===== config.mk =====
export PLATFORM = sky130hd
export DESIGN_NAME = decode_msg_ctrl
export DESIGN_NICKNAME = d
export VERILOG_FILES = /design/src/rtl/decode_msg_ctrl.sv
export SDC_FILE = /design/constraint.sdc
export NUM_CORES = 1
export LEC_CHECK = 0
export ABC_AREA = 1
export CAP_MARGIN = 5
export CORE_ASPECT_RATIO = 0.9
export CORE_MARGIN = 2
export CORE_UTILIZATION = 53
export DETAILED_ROUTE_END_ITERATION = 16
export PLACE_DENSITY = 0.89
export RECOVER_POWER = 50
export SETUP_SLACK_MARGIN = 0.4
export SYNTH_ARGS = -nofsm -noshare
export SYNTH_HDL_FRONTEND = slang
export SYNTH_SLANG_ARGS = --single-unit

===== constraint.sdc =====
create_clock -name clk -period 3.4 [get_ports clk]
set_input_delay 0.34 -clock clk [delete_from_list [all_inputs] [get_ports clk]]
set_output_delay 0.34 -clock clk [all_outputs]
set_load 0.02 [all_outputs]

===== src/rtl/decode_msg_ctrl.sv =====
// decode_msg_ctrl
//   Accepts one N-bit Kyber message over a valid/ready handshake. It then
//   streams the decoded polynomial as N/LANES write beats, with LANES
//   coefficients per beat. Each coefficient is 0 for a 0 bit and (Q+1)/2
//   for a 1 bit.
// Ports:
//   clk, rst_n                   clock, synchronous active-low reset
//   msg_valid/msg_ready/msg      message input handshake (bit i -> coeff i)
//   flush                        synchronous abort back to IDLE
//   out_valid/out_ready          beat handshake
//   out_addr                     beat index k
//   out_data                     lane j = coeff k*LANES+j
//   out_last                     final beat marker
//   busy                         high while streaming
//   done                         one-cycle pulse after the final beat is taken
module decode_msg_ctrl #(
  parameter  int N       = 256,
  parameter  int COEFF_W = 12,
  parameter  int Q       = 3329,
  parameter  int LANES   = 4,
  localparam int AW      = $clog2(N / LANES)
) (
  input  logic                     clk,
  input  logic                     rst_n,
  input  logic                     msg_valid,
  output logic                     msg_ready,
  input  logic [N-1:0]             msg,
  input  logic                     flush,
  output logic                     out_valid,
  input  logic                     out_ready,
  output logic [AW-1:0]            out_addr,
  output logic [LANES*COEFF_W-1:0] out_data,
  output logic                     out_last,
  output logic                     busy,
  output logic                     done
);

  localparam int                 BEATS  = N / LANES;
  localparam logic [AW-1:0]      LAST_K = AW'(BEATS - 1);
  localparam logic [COEFF_W-1:0] ONE    = COEFF_W'((Q + 1) / 2);

  typedef enum logic {IDLE, STREAM} state_t;

  state_t          state;
  logic [N-1:0]    msg_r;
  logic [AW-1:0]   k_next;

  function automatic logic [LANES*COEFF_W-1:0] decode(input logic [LANES-1:0] bits);
    logic [LANES*COEFF_W-1:0] d;
    d = '0;
    for (int unsigned j = 0; j < LANES; j++) begin
      d[j*COEFF_W +: COEFF_W] = bits[j] ? ONE : '0;
    end
    return d;
  endfunction

  // Combinational so that flush (and reset) suppress acceptance in the same cycle.
  assign msg_ready = rst_n && !flush && (state == IDLE);
  assign k_next    = out_addr + AW'(1);

  // out_addr doubles as the beat counter k. The next beat's data is decoded
  // one cycle ahead, so the beat registers stay stable under backpressure.
  always_ff @(posedge clk) begin
    if (!rst_n) begin
      state     <= IDLE;
      msg_r     <= '0;
      out_valid <= 1'b0;
      out_addr  <= '0;
      out_data  <= '0;
      out_last  <= 1'b0;
      busy      <= 1'b0;
      done      <= 1'b0;
    end else begin
      done <= 1'b0;
      if (flush) begin
        state     <= IDLE;
        out_valid <= 1'b0;
        out_addr  <= '0;
        out_data  <= '0;
        out_last  <= 1'b0;
        busy      <= 1'b0;
      end else begin
        case (state)
          IDLE: begin
            if (msg_valid) begin
              msg_r     <= msg;
              out_addr  <= '0;
              out_data  <= decode(msg[LANES-1:0]);
              out_last  <= (BEATS == 1);
              out_valid <= 1'b1;
              busy      <= 1'b1;
              state     <= STREAM;
            end
          end
          STREAM: begin
            if (out_ready) begin
              if (out_last) begin
                state     <= IDLE;
                out_valid <= 1'b0;
                busy      <= 1'b0;
                done      <= 1'b1;
                out_addr  <= '0;
                out_data  <= '0;
                out_last  <= 1'b0;
              end else begin
                out_addr <= k_next;
                out_data <= decode(msg_r[int'(k_next)*LANES +: LANES]);
                out_last <= (k_next == LAST_K);
              end
            end
          end
          default: state <= IDLE;
        endcase
      end
    end
  end

endmodule


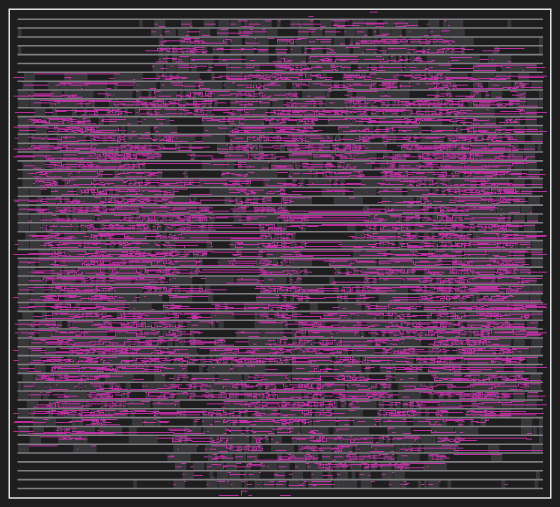
run_1/met1.png
Supply wires on this layer in grey. Cells faint in the background.
The wires run mostly horizontal. The layer holds 42% of the routed length. The longest straight run is 48.8 µm. The layer carries 15400 µm of wire.
overall via count from detail_route: 12429
met1 global-route usage: 36.6%
routed wire length: 36800 µm

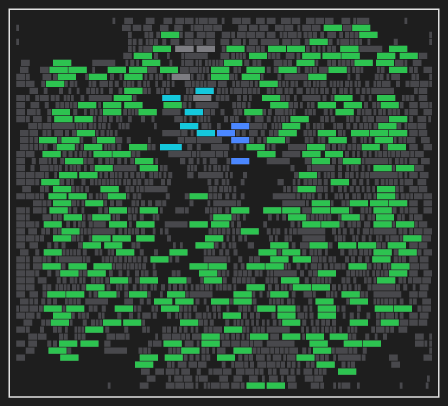
run_1/registers.png
Green is msg_r, sequential cells 256, where widely spread. Cyan is out_addr, sequential cells 6, where top centre. Blue is out_data, sequential cells 4.
Another 4 sequential cells are not coloured.
power in sequential cells: 3440 µW
share of the core filled with cells in the final layout: 69.2%
flip-flop and latch area: 5410 µm²

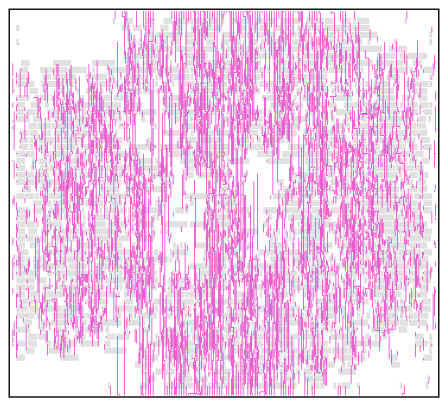
run_1/met2.png
Cells faint in the background.
The wires run mostly vertical. The longest straight run is 56.1 µm.
GR met2 Demand/Resource: 47.7%

-- run 1: power groups by stage --
stage / Clock (µW) / Combinational, µW / Sequential, µW
4_1_cts: 3230 / 1050 / 3440
3_5_place_dp: 0 / 1040 / 3510
2_1_floorplan: 0 / 600 / 3490
5_1_grt: 3350 / 1160 / 3460
3_3_place_gp: 0 / 1010 / 3500
6_report: 3220 / 1050 / 3440
-- run 1: registers in the layout, summed over array words and instances, names as in the netlist --
name and cells:
out_last 1, state 1, done 1, out_data 4
busy 1, msg_r 256, out_addr 6
-- run 1: worst min path at each step --
stage / start / endpoint / slack, ns
after floorplan: msg_r[143]$_SDFFE_PN0P_ / msg_r[143]$_SDFFE_PN0P_ / 0.42
after global placement: msg_r[236]$_SDFFE_PN0P_ / msg_r[236]$_SDFFE_PN0P_ / 0.43
after detailed placement: msg_r[253]$_SDFFE_PN0P_ / msg_r[253]$_SDFFE_PN0P_ / 0.44
after CTS: rst_n / out_addr[5]$_SDFFE_PP0P_ / 0.22
after global routing: rst_n / out_addr[5]$_SDFFE_PP0P_ / 0.26
final: rst_n / out_addr[5]$_SDFFE_PP0P_ / 0.24
-- run 1: stage by stage --
step,instances,utilization (%)
after global routing,2287,69.1
after CTS,2287,69.2
after detailed placement,2237,65.0
final,2288,69.2
after floorplan,1815,-
after global placement,2237,65.0
-- run 1: kinds of logic (layout without fill, tap and decap cells) --
group,Yosys count,count (layout)
AOI/OAI and AO/OA,560,560
and+or+nand+nor,495,495
buffers and inverters,451,621
DFF,270,270
xor gates and xnor gates,5,5
adders and majority gates,2,2
other,1,33
-- run 1: layer usage --
layer	global-route usage, %	vias to the layer above
li1	-	6094
met1	36.6	5662
met2	47.7	581
met3	5.32	92
met4	10.3	0
met5	0	-
==> summary.txt, run 1 <==
Reports from this run.

- The data arrival time of the critical path reads 3.28 ns.
- The placed wire-length estimate reads 24900 µm.
- The worst vdd rail ir drop is 0.000326 V.
- The part of the power in registers reads 44.6%.
- The maximum number of pins on one net before global-route repair reads 257.
- The flow ran to the end, and the final reports show no timing, DRC or antenna violations.
- The total design power is 7710 µW.
- Combinational cells account for 13.6% of the total power.
- The depth of the CTS H-tree is 1.
- The synthesized design contains 270 register bits.
- Compared with the post-synthesis result, the final layout area differs by 28.7%.
- From the final report, the count of setup violators was given as 0.
- The clock tree skew after final layout is 0.00639 ns.
- The synthesis run shows the most used standard cells to be 270 x sky130_fd_sc_hd__a21oi_1, 270 x sky130_fd_sc_hd__dfxtp_1, 265 x sky130_fd_sc_hd__inv_1.
- The worst hold slack after final layout is 0.242 ns.
- The reported max-cap violation count reads 0.
- The global placement routability congestion is 0.877.
- Looking at the clock tree report, the maximum root-to-sink buffer count equals 3.
- The clock-pin slew of the registers on the worst-case setup and hold paths reads 0.06 ns.
- The highest clock rate reads 354 MHz.
- The clock buffer count in the final layout is 41.
- The tap cell count reads 302.
- The stage logs contain a warning count of 36.
- The cell type taking the most area is sequential cells.
- The post-synthesis share of cell area spent on xor and xnor gates reads 0.530%.
- Setup repair after global routing left no endpoint under its margin.
- The data required time of the worst path is 3.85 ns.
- The warning tally printed by Yosys for this design is 0.
- The timing endpoint of the critical path is msg_r[231]$_SDFFE_PN0P_.
- The worst relative slew slack is 2.60%.
- The dominant logic cell type in the layout is sky130_fd_sc_hd__clkdlybuf4s50_1.
- The worst path buffer plus inverter count is 2.
run_1/port_nets.png
Scale bar: 50 µm.
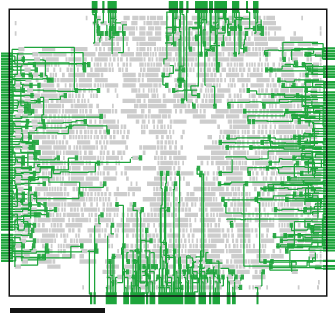

## Run 2: what changed since run 1
Settings changed: CORE_UTILIZATION 53 to 45, PLACE_DENSITY 0.89 to 0.8.
Clock period 3.4 ns to 2.51 ns, I/O delays scaled along.
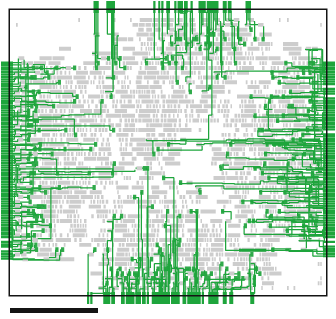
run_2/port_nets.png
Scale bar: 50 µm.
Green is msg, bits 256, direction input, edge 81 left, 77 right, 60 bottom, 38 top, end cells 260, buffers 256, wire 7960 µm.
num ports: 320
number of buffers inserted by port buffering: 287

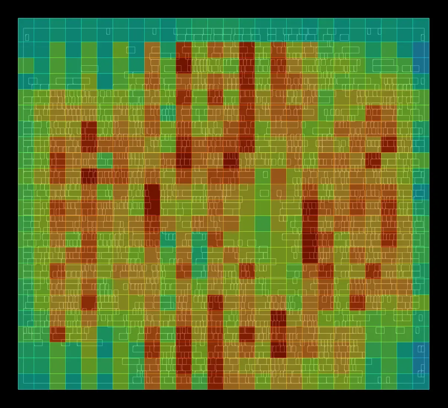
run_2/final_congestion.png
share of the core filled with cells in the final layout: 60.1%
GR met2 Demand/Resource: 41.5%
most crowded layer after global routing: met2
met3 usage in global routing: 4.39%
met1 global-route usage: 34.5%

==> summary.txt, run 2 <==
Reports from this run.

- The synthesis-to-layout area growth reads 30.7% (was 28.7%).
- The register bit total from synthesis reads 270 (unchanged).
- The setup-violating endpoint count in the final report is 0 (unchanged).
- The reported max-cap violation count came to 0 (unchanged).
- The worst hold slack after final layout is 0.187 ns (was 0.242 ns).
- The timing endpoint of the critical path is msg_r[77]$_SDFFE_PN0P_ (was msg_r[231]$_SDFFE_PN0P_).
- Largest registers: msg_r (256), out_addr (6), out_data (4) (unchanged).
- The maximum clock insertion buffer count is 3 (unchanged).
- Status: completed (unchanged).
- The worst-case hold path end point was out_addr[5]$_SDFFE_PP0P_ (unchanged).
- The clock tree skew after final layout came to 0.0112 ns (was 0.00639 ns).
- The maximum number of pins on one net before global-route repair was 257 (unchanged).
- The highest clock rate was 464 MHz (was 354 MHz).
- The register bank with the most flops is msg_r (unchanged).
- The post-synthesis share of cell area spent on xor and xnor gates is 0.530% (unchanged).
- The final cell count without fillers reads 2356 (was 2288).
- The dominant logic cell type in the layout is sky130_fd_sc_hd__clkdlybuf4s50_1 (unchanged).
- The global placement routability congestion is 0.831 (was 0.877).
- The placed wire-length estimate reads 26500 µm (was 24900 µm).
- The origin of the worst min-delay path was rst_n (unchanged).
- The instance count after placement with tap cells included came to 2301 (was 2237).
- The total design power was 10300 µW (was 7710 µW).
- The data required time of the worst path came to 2.91 ns (was 3.85 ns).
- The synthesis warning total reads 0 (unchanged).
- Most common library cells after synthesis: 270 x sky130_fd_sc_hd__a21oi_1, 270 x sky130_fd_sc_hd__dfxtp_1, 265 x sky130_fd_sc_hd__inv_1 (unchanged).
- The number of warnings in the stage logs is 40 (was 36).
- The flip-flop count of the largest register, all copies and words added reads 256 (unchanged).
- The worst path buffer plus inverter count is 2 (unchanged).
- Setup repair after global routing missed its margin: yes (was no).
- The clock-pin slew of the registers on the worst-case setup and hold paths is 0.06 ns (about the same).
- The depth of the CTS H-tree reads 1 (unchanged).
-- run 2: cell count changes in the layout (fill, tap and decap cells not counted), moves of 3 or more --
cell / change
sky130_fd_sc_hd__clkbuf_8: +3
sky130_fd_sc_hd__buf_4: +5
sky130_fd_sc_hd__o21ai_0: -3
sky130_fd_sc_hd__clkdlybuf4s50_1: +4
sky130_fd_sc_hd__dlygate4sd3_1: -4
sky130_fd_sc_hd__o21ai_1: +3
sky130_fd_sc_hd__clkinv_2: +3
-- run 2: where the power goes --
part | internal, µW | leakage [µW] | switching (µW)
registers | 4570 | 0.00222 | 85.4
logic | 664 | 0.00385 | 763
clock network | 2490 | 0.000467 | 1750
total | 7730 | 0.00654 | 2590
-- run 2: what timing repair did --
action | in CTS | in global routing
endpoints found under the setup margin | 5 | 4
setup buffers | 0 | 2
gates cloned | 0 | 1
pin swaps | 0 | 2
hold buffers | 0 | 0
gates resized | 4 | 16
-- run 2: layout make-up --
class,instances,area (µm²),area share (%)
inverters,270,1030,6.30
well taps,354,443,2.71
diodes,1,2.50,0.0153
multi-input cells,1094,5280,32.3
flip-flops and latches,270,5410,33.1
clock inverters,10,118,0.720
clock buffers,41,830,5.08
repair buffers,316,3220,19.7
-- run 2: per-layer routing --
metal / routed length (µm) / GRT usage (%) / part of all wire [%] / vias to the layer above
li1: - / - / - / 6125
met1: 16900 / 34.5 / 43 / 5702
met2: 17800 / 41.5 / 46 / 501
met3: 2850 / 4.39 / 7.3 / 83
met4: 1280 / 8.31 / 3.3 / 2
met5: 13 / 0 / 0.033 / -
-- run 2: logic make-up after synthesis --
kind of cell / count (synthesis)
adders and majority gates: 2
DFF: 270
and+or+nand+nor: 495
buffers and inverters: 451
xor gates and xnor gates: 5
AOI/OAI and AO/OA: 560
other: 1
Power figures rest on the tool's default switching activity, not on a simulated workload.
